<file path="config.mk">
export PLATFORM = sky130hd
export DESIGN_NAME = writeback_regfile
export DESIGN_NICKNAME = d
export VERILOG_FILES = /design/src/rtl/writeback_regfile.sv
export SDC_FILE = /design/constraint.sdc
export NUM_CORES = 2
export LEC_CHECK = 0
export CELL_PAD_IN_SITES_DETAIL_PLACEMENT = 1
export CELL_PAD_IN_SITES_GLOBAL_PLACEMENT = 2
export CORE_MARGIN = 2
export CORE_UTILIZATION = 45
export CTS_CLUSTER_SIZE = 28
export DETAILED_ROUTE_END_ITERATION = 7
export PLACE_DENSITY_LB_ADDON = 0.3
export RECOVER_POWER = 50
export SYNTH_ARGS = -nofsm -noshare
export SYNTH_HDL_FRONTEND = slang
export SYNTH_SLANG_ARGS = --single-unit
</file>
<file path="constraint.sdc">
create_clock -name clock -period 2.95 [get_ports clock]
set_clock_uncertainty 0.2 [all_clocks]
set_input_delay 0.4425 -clock clock [delete_from_list [all_inputs] [get_ports clock]]
set_output_delay 0.4425 -clock clock [all_outputs]
set_load 0.02 [all_outputs]
</file>
<file path="src/rtl/writeback_regfile.sv">
// Writeback stage and architectural register file: latches one retiring
// instruction per start pulse, commits it on the following edge, and serves two bypassed read ports.
module writeback_regfile #(
   parameter int DATA_WIDTH = 32,
   parameter int ADDR_WIDTH = 5
) (
   input  logic                  clock,
   input  logic                  reset,
   input  logic                  stage5,
   input  logic                  regWrite,
   input  logic                  regDst,
   input  logic                  memToReg,
   input  logic [ADDR_WIDTH-1:0] rt,
   input  logic [ADDR_WIDTH-1:0] rd,
   input  logic [DATA_WIDTH-1:0] aluresult,
   input  logic [DATA_WIDTH-1:0] memvalue,
   input  logic [ADDR_WIDTH-1:0] readreg1,
   input  logic [ADDR_WIDTH-1:0] readreg2,
   output logic [DATA_WIDTH-1:0] readdata1,
   output logic [DATA_WIDTH-1:0] readdata2,
   output logic                  busy,
   output logic                  done,
   output logic [31:0]           retired,
   output logic                  overrun
);

   localparam int DEPTH = 1 << ADDR_WIDTH;

   typedef enum logic {
      IDLE  = 1'b0,
      WRITE = 1'b1
   } state_t;

   state_t                  state_r;
   state_t                  state_s;
   logic [DATA_WIDTH-1:0]   regs_r [DEPTH];
   logic [ADDR_WIDTH-1:0]   waddr_r;
   logic [DATA_WIDTH-1:0]   wdata_r;
   logic                    wen_r;
   logic [ADDR_WIDTH-1:0]   waddr_s;
   logic [DATA_WIDTH-1:0]   wdata_s;
   logic                    wen_s;
   logic                    busy_r;
   logic                    done_r;
   logic                    overrun_r;
   logic [31:0]             retired_r;

   // Next-state logic and selection of the candidate write transaction.
   always_comb begin
      state_s = state_r;
      waddr_s = regDst ? rd : rt;
      wdata_s = memToReg ? memvalue : aluresult;
      wen_s   = regWrite && (waddr_s != '0);
      case (state_r)
         IDLE: begin
            if (stage5) begin
               state_s = WRITE;
            end else begin
               state_s = IDLE;
            end
         end
         WRITE:   state_s = IDLE;
         default: state_s = IDLE;
      endcase
   end

   // State, transaction latches, register array and status counters.
   always_ff @(posedge clock) begin
      if (reset) begin
         state_r   <= IDLE;
         waddr_r   <= '0;
         wdata_r   <= '0;
         wen_r     <= 1'b0;
         busy_r    <= 1'b0;
         done_r    <= 1'b0;
         overrun_r <= 1'b0;
         retired_r <= 32'd0;
         for (int i = 0; i < DEPTH; i++) begin
            regs_r[i] <= '0;
         end
      end else begin
         case (state_r)
            IDLE: begin
               if (stage5) begin
                  waddr_r <= waddr_s;
                  wdata_r <= wdata_s;
                  wen_r   <= wen_s;
               end
            end
            WRITE: begin
               // wen_r is never set for index 0, so register 0 stays zero.
               if (wen_r) begin
                  regs_r[waddr_r] <= wdata_r;
               end
               retired_r <= retired_r + 32'd1;
               if (stage5) begin
                  overrun_r <= 1'b1;
               end
            end
            default: begin
               waddr_r <= waddr_r;
            end
         endcase
         state_r <= state_s;
         busy_r  <= (state_s == WRITE);
         done_r  <= (state_r == WRITE);
      end
   end

   // Read port 1: zero register, then pending-write bypass, then array.
   always_comb begin
      readdata1 = '0;
      if (readreg1 == '0) begin
         readdata1 = '0;
      end else if ((state_r == WRITE) && wen_r && (readreg1 == waddr_r)) begin
         readdata1 = wdata_r;
      end else begin
         readdata1 = regs_r[readreg1];
      end
   end

   // Read port 2: same priority as port 1.
   always_comb begin
      readdata2 = '0;
      if (readreg2 == '0) begin
         readdata2 = '0;
      end else if ((state_r == WRITE) && wen_r && (readreg2 == waddr_r)) begin
         readdata2 = wdata_r;
      end else begin
         readdata2 = regs_r[readreg2];
      end
   end

   assign busy    = busy_r;
   assign done    = done_r;
   assign retired = retired_r;
   assign overrun = overrun_r;

endmodule

</file>
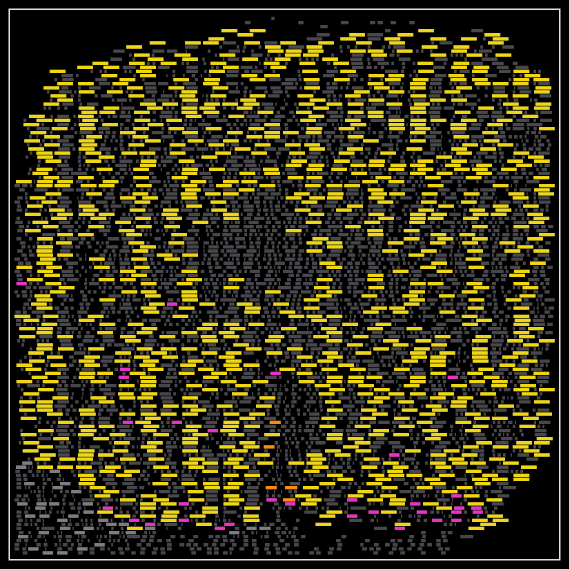
registers.png
(1.5 px per um) Other sequential cells in the stronger grey, the rest of the logic in the fainter grey.
Key: waddr_r = orange [sequential cells 5, where bottom centre]; regs_r = yellow [sequential cells 1024, where widely spread]; wdata_r = magenta [sequential cells 32]
Another 36 sequential cells are not coloured.
total area of sequential cells: 32200 um2
Final Util: 56.8%
fraction of area in registers: 43.7%
P_seq: 17900 uW

==> flow_summary.toml <==
# physical design summary
[yosys]
yosysUniqueCellTypes = 66
yosysWarnings = 0
synthMuxAreaShare_pct = 20.3
synthTopCellsByCount = "and2_1, edfxtp_1, mux4_2"
ff_type = "edfxtp_1"

[critical_path]
start_kind = "register"
cp_top_family = "buffers and inverters"
crit_chain = "buf_6 -> xor2_2 -> or4_4 -> o31ai_4 -> buf_12 -> buf_12 -> buf_12 -> buf_6 -> a31oi_4 -> a211oi_2 -> buf_4"
r2r-start = "busy"

[power]
irDropWorstVdd_uv = 496
swShare_pct = 26.3
power_frac_comb_pct = 14.9
p_int_uw = 29600
total_power_uw = 40100

[status]
violations = "negative setup slack"
status = "complete, but fails checks"

[finish]
drive_above_1_share_pct = 32.5

[clock_network]
clkSinkCount = 1097
cts_setup_buffers = 53
cts_buffer_depth = 3

[routing]
drc_errors = 0
post_drt_wl_per_cell_um = 37.0
wl_um = 250000

[min_path]
min_from = "regWrite"

[sta]
layout_setup_ws_ps = -982
fin_crit_ps = 3930
setup_viol = 730
hold-worst-slack_ps = 49.6

[global_route]
grt_pass1_vias = 46429
gr-usage-all-layers_pct = 36.8

[run]
warnings = 31
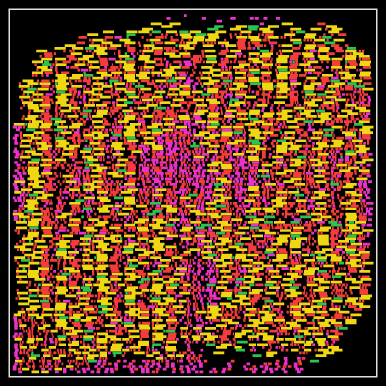
cell_classes.png
(1 px per um)
Key: other buffers and delay cells = magenta [cells 914, share of their area 13%]; flip-flops = yellow [cells 1097, share of their area 45%]; clock drivers and dummy loads = green [cells 232, share of their area 5.9%]; all other logic = red [cells 2761, share of their area 36%]
row cnt: 132
core box area: 130000 um2
final instance area: 73800 um2

metal layers:
metal	wire length (um)	vias up	track usage (%)
met5	8	-	0
met4	17600	2	21.2
met3	28300	762	8.42
met2	113000	3210	57.3
met1	90400	23211	47.6
li1	-	17582	-
worst reg2reg max path, cell delays in order (launching register included):
cell,delay [ps]
dfxtp_1,370
nand2_4,100
clkbuf_2,210
nor3_1,250
nand2b_1,100
clkbuf_1,430
nor2_2,850
buf_4,600
and2_1,250
per-stage QoR:
step,cell area [um2],worst slack (ps)
4_1_cts,73600,-977
2_1_floorplan,59000,15.1
3_5_place_dp,67900,-1010
6_report,73800,-982
5_1_grt,73800,-1030
3_3_place_gp,67900,-971
worst max-delay path by stage:
stage	start	endpoint	cells past startpoint
2_1_floorplan	readreg1[0]	readdata1[10]	9
4_1_cts	waddr_r[1]	readdata1[25]	12
3_3_place_gp	readreg2[0]	readdata2[20]	9
6_report	waddr_r[1]	readdata1[8]	11
5_1_grt	waddr_r[1]	readdata1[15]	10
3_5_place_dp	readreg2[0]	readdata2[20]	10
power by group through the flow:
stage          combinational (uW)  clock (uW)  sequential (uW)
2_1_floorplan                2700           0            18000
3_3_place_gp                 5490           0            18200
3_5_place_dp                 5560           0            18200
4_1_cts                      5810       16300            17900
5_1_grt                      6120       16800            18000
6_report                     5980       16200            17900
registers in the layout, summed over array words and instances, names as in the netlist:
| register | flops |
|---|---|
| wdata_r | 32 |
| retired | 32 |
| overrun | 1 |
| wen_r | 1 |
| regs_r | 1024 |
| waddr_r | 5 |
| busy | 1 |
| done | 1 |
final cells by class:
cell class	count	area, um2
diodes	4	10.0
inverters	9	33.8
fillers	12504	56000
clock inverters	62	758
multi-input cells	2752	25900
well taps	1742	2180
clock buffers	170	3450
repair buffers	914	9170
flip-flops and latches	1097	32200
No activity file was given, so power comes from the tool's default toggle rates.
